File: config.mk
export PLATFORM = sky130hd
export DESIGN_NAME = seg7_scan_driver
export DESIGN_NICKNAME = d
export VERILOG_FILES = /design/src/rtl/seg7_scan_driver.sv
export SDC_FILE = /design/constraint.sdc
export NUM_CORES = 1
export LEC_CHECK = 0
export ABC_AREA = 1
export CAP_MARGIN = 20
export CORE_ASPECT_RATIO = 0.7
export CORE_MARGIN = 1
export CORE_UTILIZATION = 50
export DETAILED_ROUTE_END_ITERATION = 12
export PLACE_DENSITY = 0.7
export SETUP_SLACK_MARGIN = 0.2
export SLEW_MARGIN = 20
export SYNTH_ARGS = -nofsm -noshare
export SYNTH_HDL_FRONTEND = slang
export SYNTH_SLANG_ARGS = --single-unit
File: constraint.sdc
create_clock -name clk -period 2.1 [get_ports clk]
set_input_delay 0.42 -clock clk [delete_from_list [all_inputs] [get_ports clk]]
set_output_delay 0.42 -clock clk [all_outputs]
set_load 0.02 [all_outputs]
File: src/rtl/seg7_scan_driver.sv
// Four-digit multiplexed seven-segment scanner with a per-frame input snapshot,
// a blank anti-ghost cycle at the start of every digit slot and registered outputs.
module seg7_scan_driver #(
   parameter int CLK_FREQ   = 100000000,
   parameter int REFRESH_HZ = 250
) (
   input  logic       clk,
   input  logic       init_regs,
   input  logic [7:0] time_reading,
   input  logic [7:0] aux_reading,
   input  logic       count_enabled,
   input  logic       blank_lead,
   output logic [3:0] an,
   output logic [6:0] seg,
   output logic       dp
);

   localparam int DWELL = CLK_FREQ / (4 * REFRESH_HZ);
   localparam int DW    = (DWELL > 1) ? $clog2(DWELL) : 1;
   localparam logic [DW-1:0] DWELL_LAST = DW'(DWELL - 1);

   generate
      if (DWELL < 2) begin : g_dwell_check
         $error("seg7_scan_driver: DWELL must be at least 2");
      end
   endgenerate

   logic [DW-1:0] dwell_reg;
   logic [1:0]    index_reg;
   logic [7:0]    snap_time_reg;
   logic [7:0]    snap_aux_reg;
   logic          snap_ce_reg;
   logic          snap_bl_reg;
   logic [3:0]    an_reg;
   logic [6:0]    seg_reg;
   logic          dp_reg;

   logic          dwell_last;
   logic          frame_end;
   logic [3:0]    digit_val;
   logic          blank_digit;
   logic [3:0]    an_next;
   logic [6:0]    seg_next;
   logic          dp_next;

   function automatic logic [6:0] decode(input logic [3:0] v);
      logic [6:0] s;
      case (v)
         4'd0:    s = 7'b1000000;
         4'd1:    s = 7'b1111001;
         4'd2:    s = 7'b0100100;
         4'd3:    s = 7'b0110000;
         4'd4:    s = 7'b0011001;
         4'd5:    s = 7'b0010010;
         4'd6:    s = 7'b0000010;
         4'd7:    s = 7'b1111000;
         4'd8:    s = 7'b0000000;
         4'd9:    s = 7'b0010000;
         default: s = 7'b0111111;
      endcase
      return s;
   endfunction

   always_comb begin
      dwell_last  = (dwell_reg == DWELL_LAST);
      frame_end   = dwell_last && (index_reg == 2'd3);
      digit_val   = snap_time_reg[3:0];
      blank_digit = 1'b0;
      case (index_reg)
         2'd0: digit_val = snap_time_reg[3:0];
         2'd1: digit_val = snap_time_reg[7:4];
         2'd2: begin
            digit_val   = snap_aux_reg[3:0];
            blank_digit = snap_bl_reg && (snap_aux_reg == 8'h00);
         end
         default: begin
            digit_val   = snap_aux_reg[7:4];
            blank_digit = snap_bl_reg && (snap_aux_reg[7:4] == 4'h0);
         end
      endcase
   end

   // Dwell 0 of every slot is a dark cycle so the previous digit cannot ghost.
   always_comb begin
      an_next  = 4'b1111;
      seg_next = 7'b1111111;
      dp_next  = 1'b1;
      if (dwell_reg != '0) begin
         an_next  = ~(4'b0001 << index_reg);
         seg_next = blank_digit ? 7'b1111111 : decode(digit_val);
         dp_next  = !((index_reg == 2'd2) && snap_ce_reg);
      end
   end

   always_ff @(posedge clk or negedge init_regs) begin
      if (!init_regs) begin
         dwell_reg     <= '0;
         index_reg     <= 2'd0;
         snap_time_reg <= 8'h00;
         snap_aux_reg  <= 8'h00;
         snap_ce_reg   <= 1'b0;
         snap_bl_reg   <= 1'b0;
         an_reg        <= 4'b1111;
         seg_reg       <= 7'b1111111;
         dp_reg        <= 1'b1;
      end else begin
         if (dwell_last) begin
            dwell_reg <= '0;
            index_reg <= index_reg + 2'd1;
         end else begin
            dwell_reg <= dwell_reg + 1'b1;
         end
         // Inputs are captured only at the frame boundary so a frame never tears.
         if (frame_end) begin
            snap_time_reg <= time_reading;
            snap_aux_reg  <= aux_reading;
            snap_ce_reg   <= count_enabled;
            snap_bl_reg   <= blank_lead;
         end
         an_reg  <= an_next;
         seg_reg <= seg_next;
         dp_reg  <= dp_next;
      end
   end

   assign an  = an_reg;
   assign seg = seg_reg;
   assign dp  = dp_reg;

endmodule

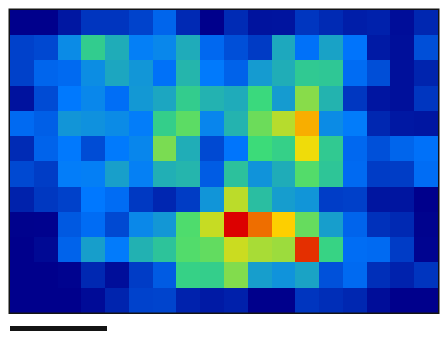
(wire density map)
The bar under the picture is 20 µm long. 18 x 12 tiles, from dark blue (low) to red (high), scaled to the fullest tile. Values are wire area over tile area, all layers added.
The emptiest ninth of the die: south-west. The mean over all tiles is 0.16. The fullest tile reaches 0.66. 10% of the tiles are over half the peak. 9.3% of the tiles are nearly empty. The densest ninth of the die: south.

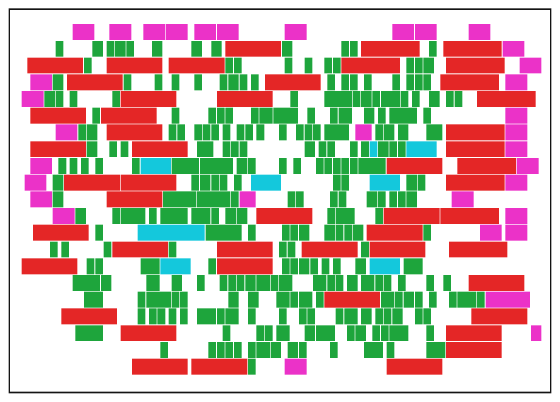
(placed cells, one colour a class)
other buffers and delay cells: drawn in magenta, cells 34. all other logic: drawn in green, cells 275. clock drivers and dummy loads: drawn in cyan, cells 8. flip-flops: drawn in red, cells 49.

==> Changelog: implementation <==
## Implementation

* Syn_area_per_cell at 7.834 µm²
* Placed instance area at 2970 µm²
* Met3 Use GR at 0.06209
* Unique cell types at 28
* Routed len/inst at 12.69 µm
* N_taps at 69
* Wire length on met1 at 3049 µm
* Max cap viols at 0
* Layout cells sized above 1 at 0.1120
* Post-synth EDFFs at 0
* Cell Count, Final, Fillers Out at 435
* Core Footprint at 4861 µm²
* Yosys xor share at 0.03398
* Period minus WS final at 1844 ps
* Initial antenna violation count at 0
* First DRT Iteration DRCs at 169
* Yosys chip area at 2577 µm²
* Post-CTS Repair Setup Buffers at 0
* Fp_density at 0.5302
* Internal Power at 1.366 mW
* Largest net degree at the start of global routing at 27
* Yosys cell count at 329
* WP buf/inv at 1
* Pwr dens at 544.6 nW/µm²
* Final Wtd Congestion at 0.9311
* Die W at 87.82 µm
* DRT Pass-1 Iters at 5
* Top FF cell, synth: dfrtp_1
* Hold/Removal Path Class: primary input to async pin
* WP data required at 1680 ps
* Hold slack at 107.9 ps
* Root buf cell: clkbuf_8
* Top Layer Used: met4
* Flip-flops at 49
* Setup Viol. Count Final at 0
* Post-Synthesis Cells at 329
* Critical path's top delay family: buffers and inverters
* Clock tree buffer depth at 2
* Adder share at 0.04854
* WS Path Type: flop to output port
* Flop area at 1241 µm²
* Total Die Area at 5451 µm²
* Row count at 21
* Inverters at 38
* Post-synth seq share at 0.4816
* R2r endpoint: seg[3]$_DFF_PN1_
* Buffering overhead at 0.1092
* Met1 Track Usage GR at 0.3736
* Max IR drop VDD at 317.9 µV
* Clock input transition at the sequential cells of the worst setup and hold paths at 90 ps
* Routed Antenna Nets at 0
* Reg2Reg Depth at 11
* Setup WS pre-CTS at 246.1 ps
* Slew margin rel. at 0.6140
* Setup crit start kind: flop
* Outcome: completed
* Critical-path cell list: clkdlybuf4s50_1
Power figures rest on the tool's default switching activity, not on a simulated workload.
